==> run_1/gates.png <==
Bar = 50 um.
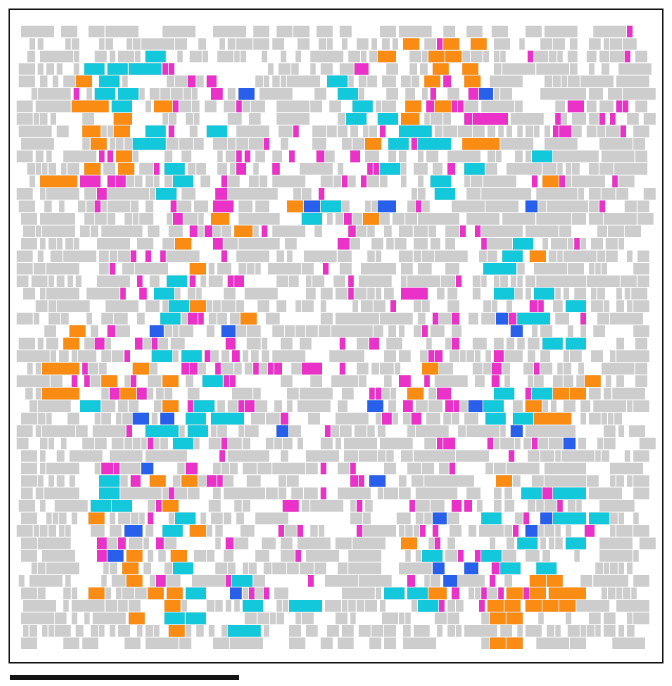
==> run_1/m1.png <==
Bar = 50 um. Supply wires on this layer in grey.
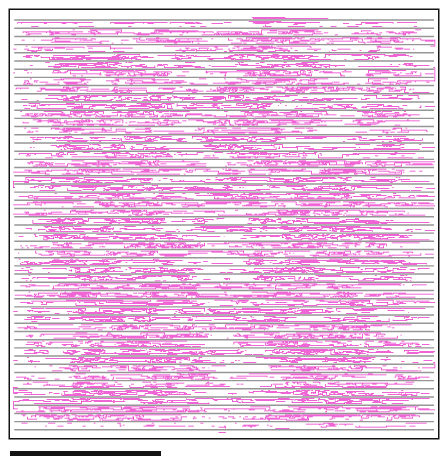
==> run_1/m3.png <==
Bar = 50 um. Cells faint in the background.
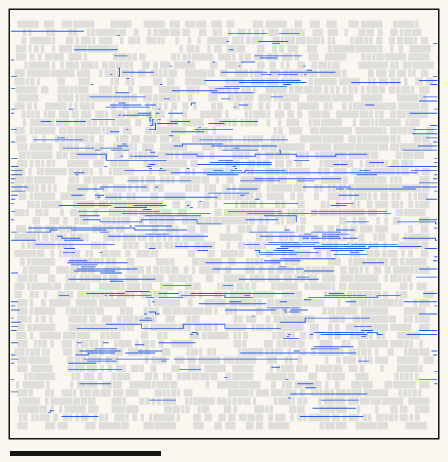
$ cat config.mk
export PLATFORM = sky130hd
export DESIGN_NAME = expression_pipe_lanes
export DESIGN_NICKNAME = d
export VERILOG_FILES = /design/src/rtl/expression_pipe_lanes.sv
export SDC_FILE = /design/constraint.sdc
export NUM_CORES = 1
export LEC_CHECK = 0
export CAP_MARGIN = 10
export CORE_UTILIZATION = 58
export DETAILED_ROUTE_END_ITERATION = 8
export PLACE_DENSITY_LB_ADDON = 0.1
export SETUP_SLACK_MARGIN = 0.2
export SLEW_MARGIN = 20
export SYNTH_ARGS = -nofsm -noshare
export SYNTH_HDL_FRONTEND = slang
export SYNTH_SLANG_ARGS = --single-unit
$ cat constraint.sdc
create_clock -name clk -period 2.92 [get_ports clk]
set_clock_uncertainty 0.2 [all_clocks]
set_input_delay 0.584 -clock clk [delete_from_list [all_inputs] [get_ports clk]]
set_output_delay 0.584 -clock clk [all_outputs]
set_load 0.1 [all_outputs]
$ cat src/rtl/expression_pipe_lanes.sv
// Multi-lane pipelined ALU: S1 holds operands + opcode, S2 holds results + overflow flags.
// Optional build macro EXPR_PIPE_SATURATE_EN clamps overflowing ADD/SUB results instead of wrapping.
module expression_pipe_lanes #(
   parameter int                 LANES       = 6,
   parameter int                 W           = 6,
   parameter logic [LANES-1:0]   SIGNED_MASK = 6'b111000,
   parameter int                 CNT_W       = 16
) (
   input  logic                 clk,
   input  logic                 reset,
   input  logic                 in_valid,
   output logic                 in_ready,
   input  logic [2:0]           op,
   input  logic [LANES*W-1:0]   a,
   input  logic [LANES*W-1:0]   b,
   output logic                 out_valid,
   input  logic                 out_ready,
   output logic [LANES*W-1:0]   y,
   output logic [LANES-1:0]     ovf,
   output logic [CNT_W-1:0]     ovf_cnt
);

   localparam logic [2:0] OP_ADD = 3'd0;
   localparam logic [2:0] OP_SUB = 3'd1;
   localparam logic [2:0] OP_AND = 3'd2;
   localparam logic [2:0] OP_XOR = 3'd3;
   localparam logic [2:0] OP_SHL = 3'd4;
   localparam logic [2:0] OP_SHR = 3'd5;
   localparam logic [2:0] OP_LT  = 3'd6;
   localparam logic [2:0] OP_EQ  = 3'd7;

   localparam logic [W-1:0]     SH_LIM  = W'(W);
   localparam logic [W-1:0]     S_MAX   = {1'b0, {(W-1){1'b1}}};
   localparam logic [W-1:0]     S_MIN   = {1'b1, {(W-1){1'b0}}};
   localparam logic [CNT_W-1:0] CNT_MAX = '1;

   logic                 s1_v_reg;
   logic [2:0]           op_reg;
   logic [LANES*W-1:0]   a_reg;
   logic [LANES*W-1:0]   b_reg;
   logic                 s2_v_reg;
   logic [LANES*W-1:0]   y_reg;
   logic [LANES-1:0]     ovf_reg;
   logic [CNT_W-1:0]     ovf_cnt_reg;

   logic                 adv2;
   logic                 accept;
   logic                 out_fire;
   logic [LANES*W-1:0]   y_next;
   logic [LANES-1:0]     ovf_next;

   assign adv2     = !s2_v_reg || out_ready;
   assign in_ready = !s1_v_reg || adv2;
   assign accept   = in_valid && in_ready;
   assign out_fire = s2_v_reg && out_ready;

   // Per-lane datapath; signedness is fixed per lane at elaboration time.
   generate
      for (genvar gi = 0; gi < LANES; gi++) begin : g_lane
         localparam bit LANE_S = SIGNED_MASK[gi];

         logic [W-1:0] la;
         logic [W-1:0] lb;
         logic [W:0]   sum;
         logic [W:0]   diff;
         logic [W-1:0] res;
         logic         lovf;
         logic         lt;

         assign la   = a_reg[gi*W +: W];
         assign lb   = b_reg[gi*W +: W];
         assign sum  = {1'b0, la} + {1'b0, lb};
         assign diff = {1'b0, la} - {1'b0, lb};
         assign lt   = LANE_S ? ($signed(la) < $signed(lb)) : (la < lb);

         always_comb begin
            res  = '0;
            lovf = 1'b0;
            case (op_reg)
               OP_ADD: begin
                  res  = sum[W-1:0];
                  lovf = LANE_S ? ((la[W-1] == lb[W-1]) && (sum[W-1] != la[W-1])) : sum[W];
`ifdef EXPR_PIPE_SATURATE_EN
                  if (lovf) begin
                     res = LANE_S ? (la[W-1] ? S_MIN : S_MAX) : '1;
                  end
`endif
               end
               OP_SUB: begin
                  res  = diff[W-1:0];
                  lovf = LANE_S ? ((la[W-1] != lb[W-1]) && (diff[W-1] != la[W-1])) : diff[W];
`ifdef EXPR_PIPE_SATURATE_EN
                  // The true result always carries the sign of a when a signed SUB overflows.
                  if (lovf) begin
                     res = LANE_S ? (la[W-1] ? S_MIN : S_MAX) : '0;
                  end
`endif
               end
               OP_AND: res = la & lb;
               OP_XOR: res = la ^ lb;
               OP_SHL: res = (lb >= SH_LIM) ? '0 : (la << lb);
               OP_SHR: begin
                  if (LANE_S) begin
                     res = (lb >= SH_LIM) ? {W{la[W-1]}} : W'($signed(la) >>> lb);
                  end else begin
                     res = (lb >= SH_LIM) ? '0 : (la >> lb);
                  end
               end
               OP_LT:  res = {{(W-1){1'b0}}, lt};
               OP_EQ:  res = {{(W-1){1'b0}}, (la == lb)};
               default: res = '0;
            endcase
         end

         assign y_next[gi*W +: W] = res;
         assign ovf_next[gi]      = lovf;
      end
   endgenerate

   always_ff @(posedge clk) begin
      if (reset) begin
         s1_v_reg <= 1'b0;
         op_reg   <= '0;
         a_reg    <= '0;
         b_reg    <= '0;
      end else if (accept) begin
         s1_v_reg <= 1'b1;
         op_reg   <= op;
         a_reg    <= a;
         b_reg    <= b;
      end else if (adv2) begin
         s1_v_reg <= 1'b0;
      end
   end

   always_ff @(posedge clk) begin
      if (reset) begin
         s2_v_reg <= 1'b0;
         y_reg    <= '0;
         ovf_reg  <= '0;
      end else if (adv2) begin
         s2_v_reg <= s1_v_reg;
         if (s1_v_reg) begin
            y_reg   <= y_next;
            ovf_reg <= ovf_next;
         end
      end
   end

   always_ff @(posedge clk) begin
      if (reset) begin
         ovf_cnt_reg <= '0;
      end else if (out_fire && (|ovf_reg) && (ovf_cnt_reg != CNT_MAX)) begin
         ovf_cnt_reg <= ovf_cnt_reg + 1'b1;
      end
   end

   assign out_valid = s2_v_reg;
   assign y         = y_reg;
   assign ovf       = ovf_reg;
   assign ovf_cnt   = ovf_cnt_reg;

endmodule

==> flow_metrics.py, run 1 <==
# Generated from Yosys and OpenROAD reports
metrics = {
    "yosys": {
        "synthCells": 1539,
        "synth-async-reset-ratio": 0,
        "ys_sh_mux": 0.08249,
        "most_common_cell": "nand2_1",
        "xor_share": 0.02772,
        "numSynthFlops": 135,
        "ys_cells": 1539,
        "syn_area_sq_um": 11380,
        "ys_chip_area_sq_um": 11380,
        "yosysWarnings": 0,
        "floorplan.nets": 1703,
        "top_area_frac": 0.2376,
    },
    "timing": {
        "hold_viol_final": 0,
        "tns_ps": 0,
        "finalWorstSetupSlack_ps": 228.2,
        "maxSlewViolCount": 0,
        "setup_violations": 0,
        "tightestPinTransition_ps": 695.7,
        "timing.fmax_mhz": 371.5,
    },
    "power_and_ir_drop": {
        "powerSeq_w": 0.00209,
        "irDropWorstVdd_v": 0.0003869,
        "power_w": 0.006517,
        "share_seq_of_total_power": 0.320,
        "clkPwrFrac": 0.375,
        "switchingPower_w": 0.002299,
        "pg_clk_w": 0.00244,
        "swShare": 0.3527,
    },
    "cells_and_area": {
        "n_all_buffers": 215,
        "area_growth_pct": 20.81,
        "instances_no_fill": 1928,
        "buf_share": 0.1351,
        "final_core_util": 0.7250,
        "fillers": 1617,
        "seq_cell_count": 135,
        "comb_share": 0.5734,
        "seq_share": 0.1975,
    },
    "detailed_routing": {
        "routedWlPerCell_um": 19.17,
        "met1_length_mm": 15.86,
        "drt_iter0_drc": 1323,
        "viasPerCell": 6.279,
        "ant_nets": 0,
        "route.met2.wl_mm": 16.53,
    },
    "setup_path": {
        "crit_cells": 4,
        "required_ps": 2140,
        "crit_path_start": "out_ready",
        "crit_arrival_ps": 1910,
        "path_delay_family": "buffers and inverters",
        "start_kind": "input pin",
        "rr_endpoint": "y[4]$_SDFFE_PP0P_",
        "r2r_start": "a_reg[0]$_SDFFE_PP0P_",
        "slowest_stage": "clkdlybuf4s50_1",
        "worst_path_largest_cell_delay_ps": 540,
    },
    "placed_design": {
        "dp.cells": 1896,
        "hpwl_mm": 26.78,
        "placed_area_sq_um": 13050,
        "io_buffers": 138,
    },
    "cts": {
        "htreeDepth": 4,
        "cts_buffers": 17,
        "clkLatencyLatePin_ps": 430,
        "root_buffer": "clkbuf_16",
        "cts_buffer_depth": 2,
        "ctsHoldBuffers": 0,
        "clk_pin_slew_ps": 60,
        "cts_tree": "built",
        "post-cts-setup-buffers": 0,
    },
    "job": {
        "maxCapViolCount": 0,
        "warnings": 63,
    },
    "grt": {
        "grt_overflow": 0,
        "grtUsageTotal": 0.3678,
        "grtUsageMet1": 0.4887,
        "grt_pass1_wl_mm": 58.72,
        "grt_pass1_vias": 11250,
    },
    "die": {
        "io_pins": 139,
        "die-area_sq_um": 20180,
        "fp_util": 0.6001,
        "die_h_um": 142.1,
        "fp-row-count": 50,
    },
    "run_status": {
        "outcome": "finished, final reports clean",
    },
}
Back to the opening pictures, gates.png:
nor cells -> magenta  # cells 214, where spread over the die
mux cells -> orange  # cells 84, where spread over the die
fa/ha/maj cells -> cyan  # cells 85, where spread over the die
non-inverting ao/oa cells -> blue  # cells 27

Back to the opening pictures, m1.png:
nets with wire on the layer = 1,652
wire length on this layer = 15,900 um
longest straight run = 36.3 um

Back to the opening pictures, m3.png:
main direction = horizontal
wire length on this layer = 3,270 um
met3 usage: 0.06595
Routed WL: 36.96 mm
DR vias: 12.11k

-- run 1: how the worst min path moves through the flow --
| stage | from | end | slack, ps | depth (start not counted) |
|---|---|---|---|---|
| floorplan | b_reg[11]$_SDFFE_PP0P_ | b_reg[11]$_SDFFE_PP0P_ | 270 | 2 |
| global placement | y[20]$_SDFFE_PP0P_ | y[20]$_SDFFE_PP0P_ | 280 | 2 |
| detailed placement | y[27]$_SDFFE_PP0P_ | y[27]$_SDFFE_PP0P_ | 290 | 2 |
| CTS | y[27]$_SDFFE_PP0P_ | y[27]$_SDFFE_PP0P_ | 300 | 2 |
| global route | y[27]$_SDFFE_PP0P_ | y[27]$_SDFFE_PP0P_ | 320 | 2 |
| finish | b_reg[10]$_SDFFE_PP0P_ | b_reg[10]$_SDFFE_PP0P_ | 300 | 2 |
--- run 2 (diff from run 1) ---
--- a/config.mk
+++ b/config.mk
@@ -10,7 +10,7 @@
 export DETAILED_ROUTE_END_ITERATION = 8
 export PLACE_DENSITY_LB_ADDON = 0.1
 export SETUP_SLACK_MARGIN = 0.2
-export SLEW_MARGIN = 20
+export SLEW_MARGIN = 5
 export SYNTH_ARGS = -nofsm -noshare
 export SYNTH_HDL_FRONTEND = slang
 export SYNTH_SLANG_ARGS = --single-unit
==> run 2 against run 1 <==
Effect of this change: cell count unchanged; critical path depth did not move; wire length did not move; synthesized area did not move; global-route usage unchanged; combinational power about the same; sequential power hardly changed; non-clock buffer count did not move; sequential share of layout area stayed put; cell area unchanged; synthesized cell count stayed put; register-to-register slack about the same; largest power group unchanged.
==> flow_metrics.py, run 2 <==
# Generated from Yosys and OpenROAD reports
metrics = {
    "cts": {
        "root_buffer": "clkbuf_16",
        "htreeDepth": 4,
        "cts_buffers": 17,
        "post-cts-setup-buffers": 0,
        "clk_pin_slew_ps": 60,
        "cts_tree": "built",
        "clkLatencyLatePin_ps": 430,
        "clock_sinks": 135,
        "cts_buffer_depth": 2,
    },
    "die": {
        "die_h_um": 142.1,
        "io_pins": 139,
        "die-area_sq_um": 20180,
        "fp-row-count": 50,
        "fp_util": 0.6001,
    },
    "setup_path": {
        "worst_path_largest_cell_delay_ps": 540,
        "start_kind": "input pin",
        "crit_arrival_ps": 1910,
        "critPathBufInv": 2,
        "crit_path_start": "out_ready",
        "crit_cells": 4,
        "rr_endpoint": "y[4]$_SDFFE_PP0P_",
        "path_delay_family": "buffers and inverters",
        "slowest_stage": "clkdlybuf4s50_1",
        "r2r_start": "a_reg[0]$_SDFFE_PP0P_",
        "required_ps": 2140,
    },
    "detailed_routing": {
        "vias": 12110,
        "ant_nets": 0,
        "wl_mm": 36.96,
        "met3_length_mm": 3.264,
        "met1_length_mm": 15.86,
        "drc": 0,
        "drt_iter0_drc": 1323,
        "route.met2.wl_mm": 16.53,
        "routedWlPerCell_um": 19.17,
        "viasPerCell": 6.279,
    },
    "yosys": {
        "ys_cells": 1539,
        "area_leaders": "dfxtp_1 24%, ha_1 8.0%, nand2_1 7.8%",
        "synth-async-reset-ratio": 0,
        "synthCells": 1539,
        "top_area_frac": 0.2376,
        "most_common_cell": "nand2_1",
        "ys_chip_area_sq_um": 11380,
        "syn_area_sq_um": 11380,
        "numSynthFlops": 135,
        "yosysWarnings": 0,
    },
    "job": {
        "warnings": 63,
        "maxCapViolCount": 0,
    },
    "min_path": {
        "hp-start": "b_reg[10]$_SDFFE_PP0P_",
        "worst_hold_path_type": "reg -> reg",
        "hold_depth": 2,
        "whs_endpoint": "b_reg[10]$_SDFFE_PP0P_",
    },
    "run_status": {
        "outcome": "finished, final reports clean",
    },
    "timing": {
        "hold_viol_final": 0,
        "tns_ps": 0,
        "finalWorstSetupSlack_ps": 228.2,
        "period_needed_ps": 2692,
        "tightestPinTransition_ps": 695.7,
        "timing.fmax_mhz": 371.5,
        "maxSlewViolCount": 0,
        "setup_violations": 0,
    },
    "placed_design": {
        "placed_area_sq_um": 13050,
        "dp.cells": 1896,
        "pre_cts_ws_ps": 100.6,
        "io_buffers": 138,
    },
    "grt": {
        "grt_overflow": 0,
        "grt_pass1_vias": 11250,
        "grt_max_degree": 46,
        "grt_pass1_wl_mm": 58.72,
    },
    "power_and_ir_drop": {
        "swShare": 0.3527,
        "irDropWorstVdd_v": 0.0003869,
        "power_w": 0.006517,
        "switchingPower_w": 0.002299,
        "powerSeq_w": 0.00209,
        "share_seq_of_total_power": 0.320,
        "clkPwrFrac": 0.375,
        "pg_clk_w": 0.00244,
    },
    "cells_and_area": {
        "seq_share": 0.1975,
        "buf_share": 0.1351,
        "largest_cell_class": "combinational gates",
        "comb_share": 0.5734,
        "n_all_buffers": 215,
        "seq_cell_count": 135,
        "area_growth_pct": 20.81,
        "instances_no_fill": 1928,
        "fillers": 1617,
    },
}
-- run 2: cell counts in the layout (fill, tap and decap cells not counted) --
Identical to the previous run, type by type.
-- run 2: logic make-up after synthesis --
| family | synth area share |
|---|---|
| buffers and inverters | 0.07347 |
| AOI/OAI and AO/OA | 0.2504 |
| xor gates and xnor gates | 0.02772 |
| muxes | 0.08249 |
| DFF | 0.2376 |
| and+or+nand+nor | 0.2269 |
| adders and majority gates | 0.1014 |
-- run 2: worst reg2reg max path, delay by kind of cell, from the launching register on --
family	cells	cell delay (ps)
buf+inv	4	460
compound gates	5	960
flops	1	320
simple gates	1	40
fa+ha+maj	2	560
-- run 2: repair_timing --
| action | CTS | global route |
|---|---|---|
| gates resized | 0 | 11 |
| endpoints found under the setup margin | 0 | 9 |
| hold buffers | 0 | 0 |
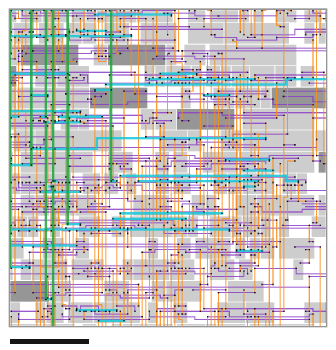
(run_2/closeup.png)
Bar = 10 um. Window x 87 to 127, y 16 to 56 um. Cells in grey, sequential cells in the stronger grey; small squares are vias.
M4 -> green
M1 -> purple
M3 -> cyan
M2 -> orange
cells with their middle in the window = 144
most frequent = nor2_1 (16), o21ai_0 (11), ha_1 (11)
netlist names of flops here include = y (5), a_reg (1)
sequential cells in the window = 6

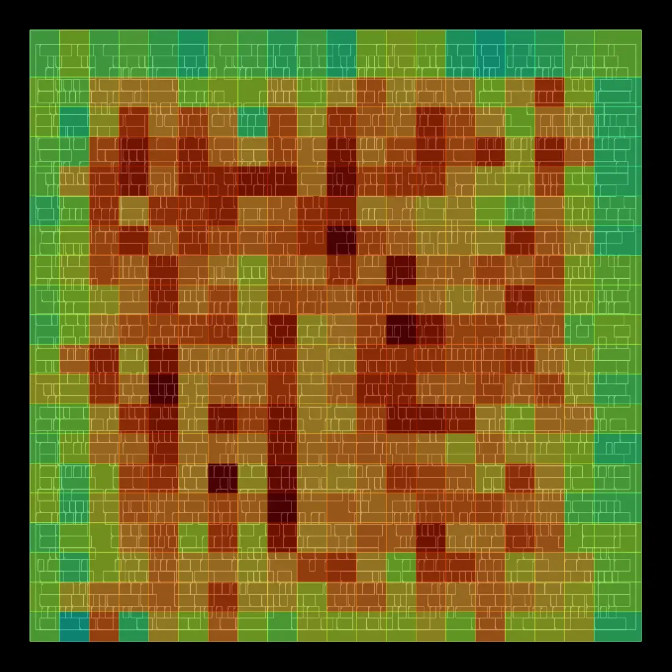
(run_2/congestion_map.png)
GR Util met1: 0.4887
All-Layer GR Usage: 0.3678
Layout Utilization: 0.7250
GR peak layer: met2

Power figures rest on the tool's default switching activity, not on a simulated workload.
